closeup.png
Bar = 20 um. Region (0, 0) to (50, 50) um. Cells in grey, sequential cells in the stronger grey; small squares are vias.
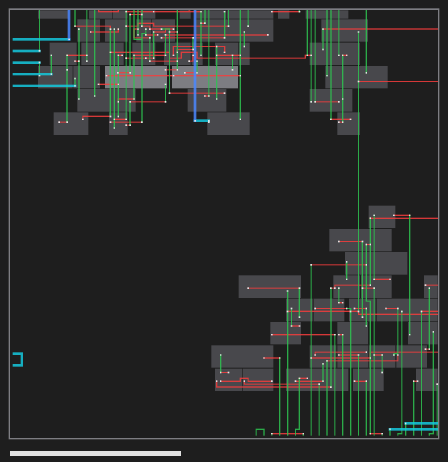
placed.png
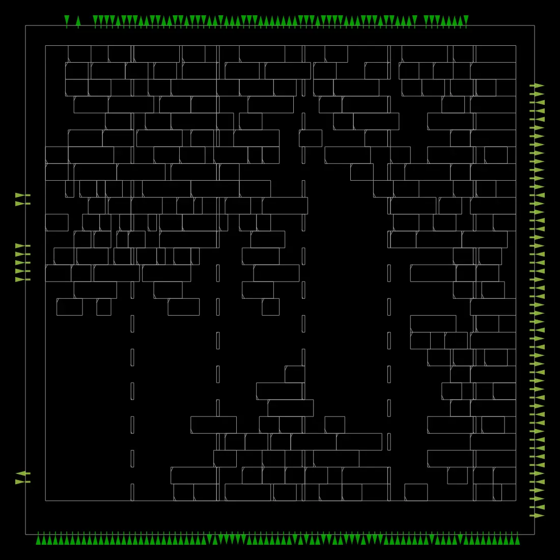
class_map.png
Fill, decap, tap and diode cells in grey.
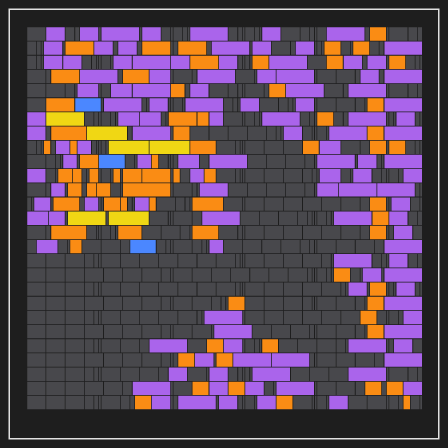
**config.mk**
```make
export PLATFORM = sky130hd
export DESIGN_NAME = imem_arbiter
export DESIGN_NICKNAME = d
export VERILOG_FILES = /design/src/rtl/imem_arb_pkg.sv /design/src/rtl/imem_arb_starve_ctr.sv /design/src/rtl/imem_arbiter.sv
export SDC_FILE = /design/constraint.sdc
export NUM_CORES = 1
export LEC_CHECK = 0
export CORE_MARGIN = 3
export CORE_UTILIZATION = 16
export DETAILED_ROUTE_END_ITERATION = 10
export GPL_ROUTABILITY_DRIVEN = 0
export PLACE_DENSITY = 0.79
export SLEW_MARGIN = 20
export SYNTH_ARGS = -nofsm -noshare
export SYNTH_HDL_FRONTEND = slang
export SYNTH_SLANG_ARGS = --single-unit
```
**constraint.sdc**
```tcl
create_clock -name clk -period 1.8 [get_ports clk]
set_clock_uncertainty 0.05 [all_clocks]
set_input_delay 0.36 -clock clk [delete_from_list [all_inputs] [get_ports clk]]
set_output_delay 0.36 -clock clk [all_outputs]
set_load 0.1 [all_outputs]
```
**src/rtl/imem_arb_pkg.sv**
```systemverilog
// Shared types and defaults for the instruction-memory arbiter.
// Holds the BOOT/RUN state encoding, the response-owner encoding and the parameter defaults.
package imem_arb_pkg;

    typedef enum logic {
        ST_BOOT = 1'b0,
        ST_RUN  = 1'b1
    } arb_state_t;

    typedef enum logic [1:0] {
        RESP_NONE  = 2'd0,
        RESP_FETCH = 2'd1,
        RESP_LOAD  = 2'd2
    } resp_owner_t;

    localparam int unsigned ADDR_W_DEF       = 8;
    localparam int unsigned STARVE_LIMIT_DEF = 4;
    localparam logic [31:0] NOP_WORD_DEF     = 32'h0000_0013;

endpackage

```
**src/rtl/imem_arb_starve_ctr.sv**
```systemverilog
// Counts consecutive denied fetch cycles in RUN and flags when fetch must win the next conflict.
// LIMIT must be at least 1.
module imem_arb_starve_ctr
    import imem_arb_pkg::*;
#(
    parameter int unsigned LIMIT = STARVE_LIMIT_DEF
) (
    input  logic clk,
    input  logic reset,
    input  logic run,
    input  logic f_req,
    input  logic f_gnt,
    output logic starved
);

    localparam int unsigned    CNT_W   = $clog2(LIMIT + 1);
    localparam logic [CNT_W-1:0] LIMIT_C = CNT_W'(LIMIT);

    logic [CNT_W-1:0] cnt;

    always_ff @(posedge clk) begin
        if (reset) begin
            cnt <= '0;
        end else if (f_gnt || !f_req) begin
            cnt <= '0;
        end else if (run && (cnt != LIMIT_C)) begin
            cnt <= cnt + CNT_W'(1);
        end
    end

    assign starved = (cnt == LIMIT_C);

endmodule

```
**src/rtl/imem_arbiter.sv**
```systemverilog
// Arbitrates a CPU fetch port and a loader/debug port onto one single-port instruction memory.
// Define IMEM_ARB_BOUNDS_CHECK_EN to reject out-of-range accesses (NOP read data, addr_err pulse).
module imem_arbiter
    import imem_arb_pkg::*;
#(
    parameter int unsigned ADDR_W       = ADDR_W_DEF,
    parameter int unsigned STARVE_LIMIT = STARVE_LIMIT_DEF,
    parameter logic [31:0] NOP_WORD     = NOP_WORD_DEF
) (
    input  logic              clk,
    input  logic              reset,
    input  logic              boot_hold,
    input  logic              f_req,
    input  logic [31:0]       f_addr,
    output logic              f_gnt,
    output logic              f_rvalid,
    input  logic              l_req,
    input  logic              l_we,
    input  logic [31:0]       l_addr,
    input  logic [31:0]       l_wdata,
    output logic              l_gnt,
    output logic              l_rvalid,
    output logic [31:0]       rdata,
    output logic              mem_en,
    output logic              mem_we,
    output logic [ADDR_W-1:0] mem_addr,
    output logic [31:0]       mem_wdata,
    input  logic [31:0]       mem_rdata,
    output logic              addr_err
);

    arb_state_t  state;
    resp_owner_t owner;
    logic        resp_oob;
    logic        starved;
    logic        oob;
    logic [31:0] sel_addr;

    // NOTE: sequential state uses non-blocking assignments so every register samples pre-edge values.
    always_ff @(posedge clk) begin
        if (reset) begin
            state <= ST_BOOT;
        end else begin
            case (state)
                ST_BOOT: if (!boot_hold) state <= ST_RUN;
                ST_RUN:  if (boot_hold)  state <= ST_BOOT;
                default: state <= ST_BOOT;
            endcase
        end
    end

    // NOTE: both grants get a default before any branch, otherwise always_comb would infer latches.
    always_comb begin
        f_gnt = 1'b0;
        l_gnt = 1'b0;
        if (!reset) begin
            if (state == ST_BOOT) begin
                l_gnt = l_req;
            end else if (f_req && l_req) begin
                f_gnt = starved;
                l_gnt = !starved;
            end else begin
                f_gnt = f_req;
                l_gnt = l_req;
            end
        end
    end

    imem_arb_starve_ctr #(.LIMIT(STARVE_LIMIT)) u_starve_ctr (
        .clk     (clk),
        .reset   (reset),
        .run     (state == ST_RUN),
        .f_req   (f_req),
        .f_gnt   (f_gnt),
        .starved (starved)
    );

    assign sel_addr  = f_gnt ? f_addr : l_addr;
    assign mem_addr  = sel_addr[ADDR_W+1:2];
    assign mem_en    = (f_gnt || l_gnt) && !oob;
    assign mem_we    = l_gnt && l_we && !oob;
    assign mem_wdata = l_wdata;

`ifdef IMEM_ARB_BOUNDS_CHECK_EN
    logic unused_addr_bits;
    assign oob              = |sel_addr[31:ADDR_W+2];
    assign addr_err         = resp_oob && !reset;
    assign unused_addr_bits = ^sel_addr[1:0];
`else
    logic unused_addr_bits;
    assign oob              = 1'b0;
    assign addr_err         = 1'b0;
    assign unused_addr_bits = ^{sel_addr[1:0], sel_addr[31:ADDR_W+2]};
`endif

    // Remembers who owns next cycle's read data; writes leave no owner.
    always_ff @(posedge clk) begin
        if (reset) begin
            owner    <= RESP_NONE;
            resp_oob <= 1'b0;
        end else begin
            if (f_gnt)             owner <= RESP_FETCH;
            else if (l_gnt && !l_we) owner <= RESP_LOAD;
            else                   owner <= RESP_NONE;
            resp_oob <= (f_gnt || l_gnt) && oob;
        end
    end

    // Gated by reset so a reset arriving right after a grant swallows its response.
    assign f_rvalid = (owner == RESP_FETCH) && !reset;
    assign l_rvalid = (owner == RESP_LOAD) && !reset;

    always_comb begin
        rdata = '0;
        if (f_rvalid || l_rvalid) rdata = resp_oob ? NOP_WORD : mem_rdata;
    end

endmodule

```
==> impl_metrics.py <==
# Physical implementation metrics
metrics = {
    "cells_and_area": {
        "utilization_pct": 46.42,
        "logic_area_um2": 659.4,
        "clockNetworkAreaShare_pct": 1.596,
        "buf_share_pct": 63.88,
        "diodes": 0,
        "inv_count": 4,
        "clock_buffers": 3,
    },
    "timing": {
        "clock.fmax_ghz": 0.4709,
        "worst_hold_slack_ns": 0.4842,
        "setup_tns_ns": -4.424,
        "fin_ws_ns": -0.3238,
        "setup_viol": 44,
    },
    "synthesis": {
        "synth-simple-area-share_pct": 32.93,
        "ys_seq_share_pct": 12.96,
        "postSynth.asyncResetShare_pct": 0,
        "edf_count": 0,
        "synth_top_area_share_pct": 26.72,
        "syn-num-nets": 250,
        "logic_family": "simple AND/OR/NAND/NOR gates",
    },
    "power_and_ir_drop": {
        "vdd_drop_max_v": 0.0003612,
        "finalPower_mw": 0.9613,
        "p_int_mw": 0.5729,
    },
    "clock_network": {
        "clk_pin_slew_ns": 0.04,
        "cts_resized": 58,
        "h-tree-depth": 1,
        "ctsHoldBuffers": 0,
    },
    "route": {
        "wl_met3_um": 383,
    },
    "critical_path": {
        "crit_buf_inv": 3,
        "slowest_stage": "mux2_4",
        "startpoint_type": "register",
        "endpoint_kind": "primary output",
        "crit-reg2reg-launch": "u_starve_ctr.cnt[0]",
    },
    "outcome": {
        "status": "finished, violations left",
        "violations": "negative setup slack",
    },
    "global_route": {
        "busiest_layer": "met2",
        "grt_max_degree": 9,
    },
    "flow_run": {
        "warning_count": 78,
    },
    "place": {
        "place_ws_ns": -0.5066,
    },
}
-- closeup.png (at the start) --
[M2] green
[M3] cyan
[M4] blue
[M1] red
cells with their middle in the window: 49
netlist names of flops here include: `u_starve_ctr.cnt` (2)
most frequent: clkdlybuf4s50_1 (9), and2_4 (8), buf_12 (7)
sequential cells in the window: 2

-- placed.png (at the start) --
fillers: 518
registers: 6
Taps Inserted: 72

-- class_map.png (at the start) --
[clock-net drivers] blue | cells: 3
[registers] yellow | cells: 6
[remaining buffers and delay cells] purple | cells: 120
[remaining logic cells] orange | cells: 71
design area: 2587 um^2
Site Rows: 27

